run_1/closeup.png
The bar under the picture is 5 um long. Region (0, 22) to (20, 42) um. Cells in grey, sequential cells in the stronger grey; small squares are vias.
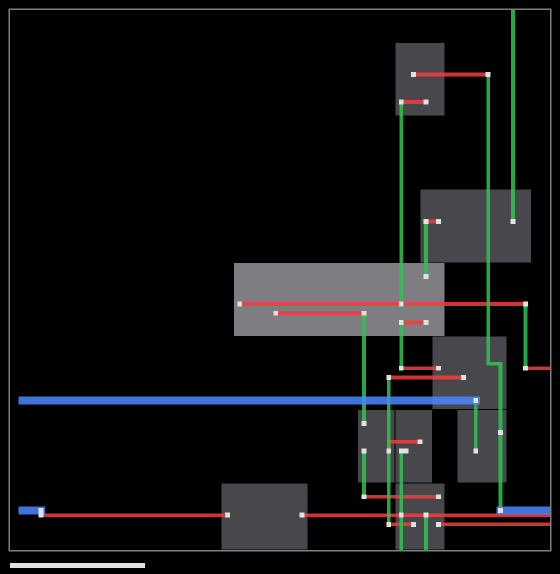
run_1/m1.png
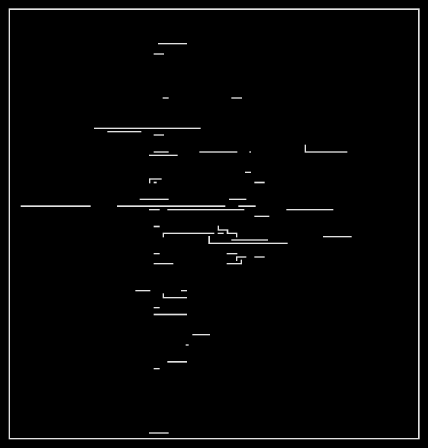
run_1/sizing.png
The bar under the picture is 10 um long.
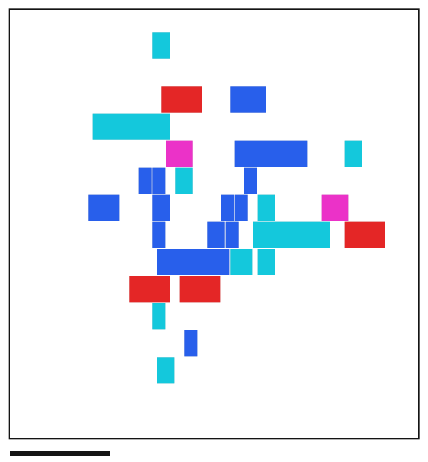
run_1/congestion_map.png
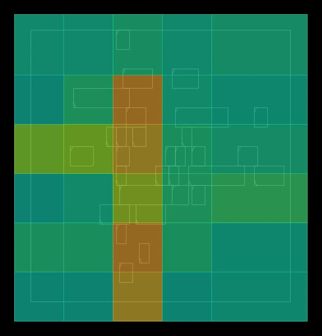
Design full_sub, sky130hd; sources not shown.
==> flow_summary_export.csv, run 1 <==
group,metric,value,unit
sta,rsz0062_at_grt,"yes",
clock_network,cts_buffer_depth,2,
synthesis,synth_cells,16,
place,dpl.hpwl,245,um
synthesis,ys_types,8,
layout,final_cell_count_no_fill,46,
floorplan,die_area,1760,um2
setup_path,crit_fanout,2,
run_status,violations,"setup timing",
setup_path,crit_cells,1,
synthesis,ys.warnings.count,0,
sta,worstMarginPinSlew,0.133,ns
pwr,swShare,25.3,%
setup_path,max_stage_delay,0.32,ns
route,wire_per_inst,6.76,um
pwr,p_switching,0.0863,mW
layout,area_growth,101,%
place,globalplace.congestion,0.656,
pwr,finalPower,0.341,mW
pwr,vdd_ir_drop_max,0.214,mV
clock_network,cts_tree,"done",
run,tool_warnings,27,
clock_network,numCtsBuffers,3,
clock_network,clk_pin_slew,0.05,ns
clock_network,clk_latency,0.20,ns
sta,setup_viol,1,
setup_path,cpLargestDelayFamily,"flip-flops",
clock_network,cts.root.buffer_cell,"clkbuf_2",
floorplan,die-width,41,um
pwr,power-per-cell-area,1300,nW/um2
sta,holdWs,0.358,ns
route,first_pass_iters,2,
pwr,clockPowerShare,45.0,%
setup_path,critical_path_class,"reg -> out",
run_status,status,"complete, but fails checks",
setup_path,worstPathArrival,0.63,ns
synthesis,synth_area_per_cell,8.13,um2
layout,n_antenna_cell,0,
layout,drive_gt1_share,53.3,%
layout,nets,38,
sta,setup_slack,-0.0113,ns
sta,fmax,0.900,GHz
Notes on closeup.png above:
| colour | layer |
|---|---|
| red | M1 |
| blue | M3 |
| green | M2 |
sequential cells in the window: 1
cells with their middle in the window: 9
most frequent: clkbuf_2 (2)

Notes on m1.png above:
share of all routed wire: 38%
longest straight run: 10.8 um
wire length on this layer: 119 um
Global Route met1 Usage: 3.53%
via count: 144
drt total wl: 311 um

Notes on sizing.png above:
| colour | size | cells | share | most used |
|---|---|---|---|---|
| blue | x1 and smaller | 14 | 47% | inv_1 |
| red | x6 and larger | 4 | 13% | buf_6 |
| cyan | x2 | 10 | 33% | clkbuf_2 |
| magenta | x3 and x4 | 2 | 6.7% | buf_4 |
fin worst setup slack: -0.0113 ns
nonclk buf count: 10
finished layout cell area: 262 um2

Notes on congestion_map.png above:
GR Util met2: 7.81%
M3 GR Usage: 4.71%

[run 1: layer usage]
metal	up-vias	routed length, um	GRT usage, %
li1	73	-	-
met1	65	118	3.53
met2	6	158	7.81
met3	0	34	4.71
met4	0	0	4.00
met5	-	0	0
[run 1: logic make-up (layout without fill, tap and decap cells)]
logic type               after synthesis  in the layout  share of synthesized area, %
AND/OR/NAND/NOR                        5              5                          16.3
adder cells (fa/ha/maj)                1              1                          15.4
flip-flops                             3              3                          46.2
AND-OR/OR-AND                          2              2                          7.68
buffers and inverters                  5             19                          14.4
[run 1: placed cells by master (no fill, tap or decap), drive strengths merged]
master,count
buf,8
clkbuf,4
clkdlybuf4s50,1
dfxtp,3
dlygate4sd2,1
fa,1
inv,5
nand2,1
nor2,4
o21ai,2
[run 1: synth_stat cells]
cell	count	area share (%)
dfxtp_1	3	46
o21ai_1	1	3.8
nor2_2	1	4.8
nor2_1	3	8.7
nand2_1	1	2.9
o21ai_0	1	3.8
fa_1	1	15
inv_1	5	14
[run 1: power by group through the flow]
stage / clock network (mW) / registers, mW / logic [mW]
floorplan: 0 / 0.126 / 0.0191
global placement: 0 / 0.123 / 0.0607
detailed placement: 0 / 0.123 / 0.0606
CTS: 0.166 / 0.122 / 0.0615
global route: 0.169 / 0.123 / 0.0731
finish: 0.154 / 0.122 / 0.0651
[run 1: final cells by class]
type,count,area (um2),share of cell area (%)
multi-input cells,8,51.3,19.6
well taps,16,20.0,7.66
repair buffers,10,88.8,34.0
inverters,5,18.8,7.18
clock buffers,4,20.0,7.66
flip-flops and latches,3,62.6,23.9
--- run 2 (diff from run 1) ---
--- a/config.mk
+++ b/config.mk
@@ -11,6 +11,7 @@
 export DETAILED_ROUTE_END_ITERATION = 10
 export DIE_AREA = 0 0 41 43
 export PLACE_DENSITY = 0.44
+export RECOVER_POWER = 50
 export REMOVE_ABC_BUFFERS = 1
 export SLEW_MARGIN = 10
 export SYNTH_ARGS = -nofsm -noshare
run_2/congestion_map.png
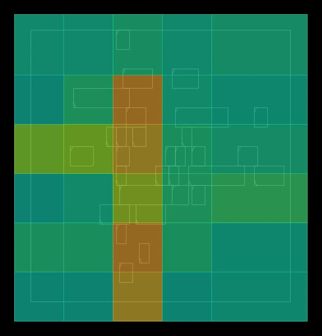
Total GRT Usage: 5.12%
routed len/inst: 6.76 um
Most Used Layer, Global Route: met2
Final Core Density: 18.9%

run_2/m1.png
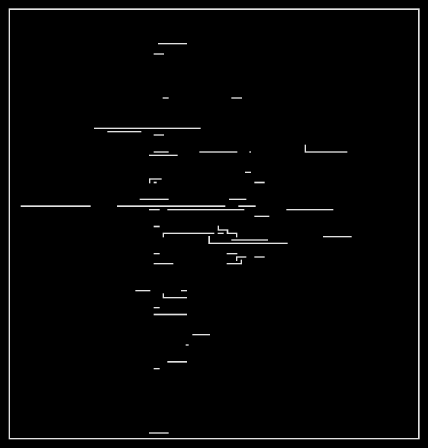
nets with wire on the layer: 31
wire length on this layer: 119 um
main direction: horizontal
share of all routed wire: 38%

run_2/sizing.png
The bar under the picture is 10 um long.
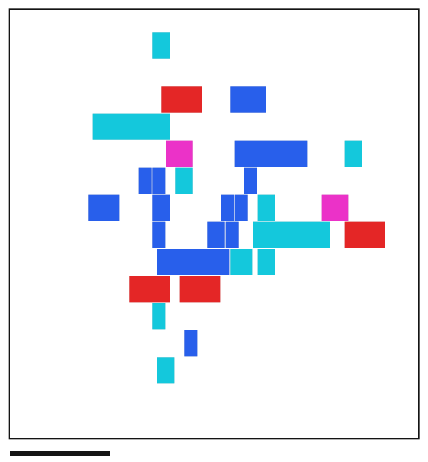
Synth-to-Final Area Change: 101%

==> run 2 against run 1 <==
Net effect: final cell count is the same; clock power about the same; global-route usage stayed put; combinational power barely moved; area after synthesis is the same; sequential power about the same; highest routed layer unchanged; synthesized cell count did not move; the flow still finishes with violations (setup timing); core utilization stayed put; fmax is the same; critical path depth unchanged.
==> flow_summary_export.csv, run 2 <==
group,metric,value,unit
run_status,status,"complete, but fails checks",
run_status,violations,"setup timing",
synthesis,ys_types,8,
pwr,p_switching,0.0863,mW
floorplan,die_area,1760,um2
setup_path,max_stage_delay,0.32,ns
clock_network,numCtsBuffers,3,
place,dpl.hpwl,245,um
sta,rsz0062_at_grt,"yes",
setup_path,crit_cells,1,
synthesis,logic_family,"simple AND/OR/NAND/NOR gates",
synthesis,top_cells_by_count,"inv_1 (5), dfxtp_1 (3), nor2_1 (3)",
setup_path,crit_fanout,2,
sta,holdWs,0.358,ns
clock_network,cts_buffer_depth,2,
place,globalplace.congestion,0.656,
pwr,clockPowerShare,45.0,%
layout,design_area,262,um2
sta,fmax,0.900,GHz
synthesis,synthAoiAreaFrac,7.69,%
sta,worstMarginPinSlew,0.133,ns
synthesis,async_reset_ff_share,0,%
synthesis,synth_area_per_cell,8.13,um2
layout,seq_area,62.6,um2
synthesis,ys.warnings.count,0,
clock_network,cts_tree,"done",
layout,layout.cells.most_common_list,"inv_1 (4), clkbuf_2 (4), buf_6 (4)",
synthesis,edf_count,0,
synthesis,synth_cells,16,
setup_path,worstPathArrival,0.63,ns
clock_network,cts.root.buffer_cell,"clkbuf_2",
route,dr_total_vias,144,
synthesis,ys_sh_xor,0,%
clock_network,clk_pin_slew,0.05,ns
run,tool_warnings,27,
layout,drive_gt1_share,53.3,%
synthesis,simple_gate_area_share,16.3,%
synthesis,ys.flop_type,"dfxtp_1",
synthesis,synth_top_cell_by_count,"inv_1",
synthesis,synth_adder_area_share,15.4,%
clock_network,clk_latency,0.20,ns
pwr,vdd_ir_drop_max,0.214,mV
setup_path,critical_path_class,"reg -> out",
synthesis,synth.largest_area_cell,"dfxtp_1",
route,first_pass_iters,2,
synthesis,topCellsByArea,"dfxtp_1 (46%), fa_1 (15%), inv_1 (14%)",
layout,nets,38,
hold_path,hold_path_depth,4,
sta,setup_viol,1,
layout,logic_area,51.3,um2
sta,setup_slack,-0.0113,ns
synthesis,muxShareOfSynthArea,0,%
pwr,pwr-share-comb,19.1,%
setup_path,cpLargestDelayFamily,"flip-flops",
[run 2: cell counts after synthesis]
No cell type changed its count.
[run 2: cell families after synthesis]
family | after synthesis
flip-flops | 3
AND/OR/NAND/NOR | 5
AND-OR/OR-AND | 2
adder cells (fa/ha/maj) | 1
buffers and inverters | 5
[run 2: cell type report]
type                            instances  area share, %
Sequential cell                         3           23.9
Tap cell                               16           7.66
Inverter                                5           7.18
Clock buffer                            4           7.66
Timing Repair Buffer                   10           34.0
Multi-Input combinational cell          8           19.6
[run 2: repair_timing]
item / 4_1_cts / 5_1_grt
pin swaps: 3 / 1
setup endpoints to repair: 5 / 4
setup buffers: 2 / 0
gates resized: 27 / 3
[run 2: routing by layer]
metal | part of all wire (%) | GRT usage, %
met5 | 0 | 0
met4 | 0 | 4.00
met3 | 11 | 4.71
met2 | 51 | 7.81
met1 | 38 | 3.53
[run 2: through the flow]
step,util [%],total power [mW],setup TNS (ns)
final,18.9,0.341,-0.0113
after CTS,18.0,0.349,-0.0723
after detailed placement,16.6,0.183,-1.90
after floorplan,-,0.145,-0.137
after global placement,16.6,0.183,-1.89
after global routing,18.9,0.365,-0.110
[run 2: power by group through the flow]
stage,registers (mW),logic [mW],clock network (mW)
finish,0.122,0.0651,0.154
detailed placement,0.123,0.0606,0
floorplan,0.126,0.0191,0
global placement,0.123,0.0607,0
CTS,0.122,0.0615,0.166
global route,0.123,0.0731,0.169
Power figures rest on the tool's default switching activity, not on a simulated workload.
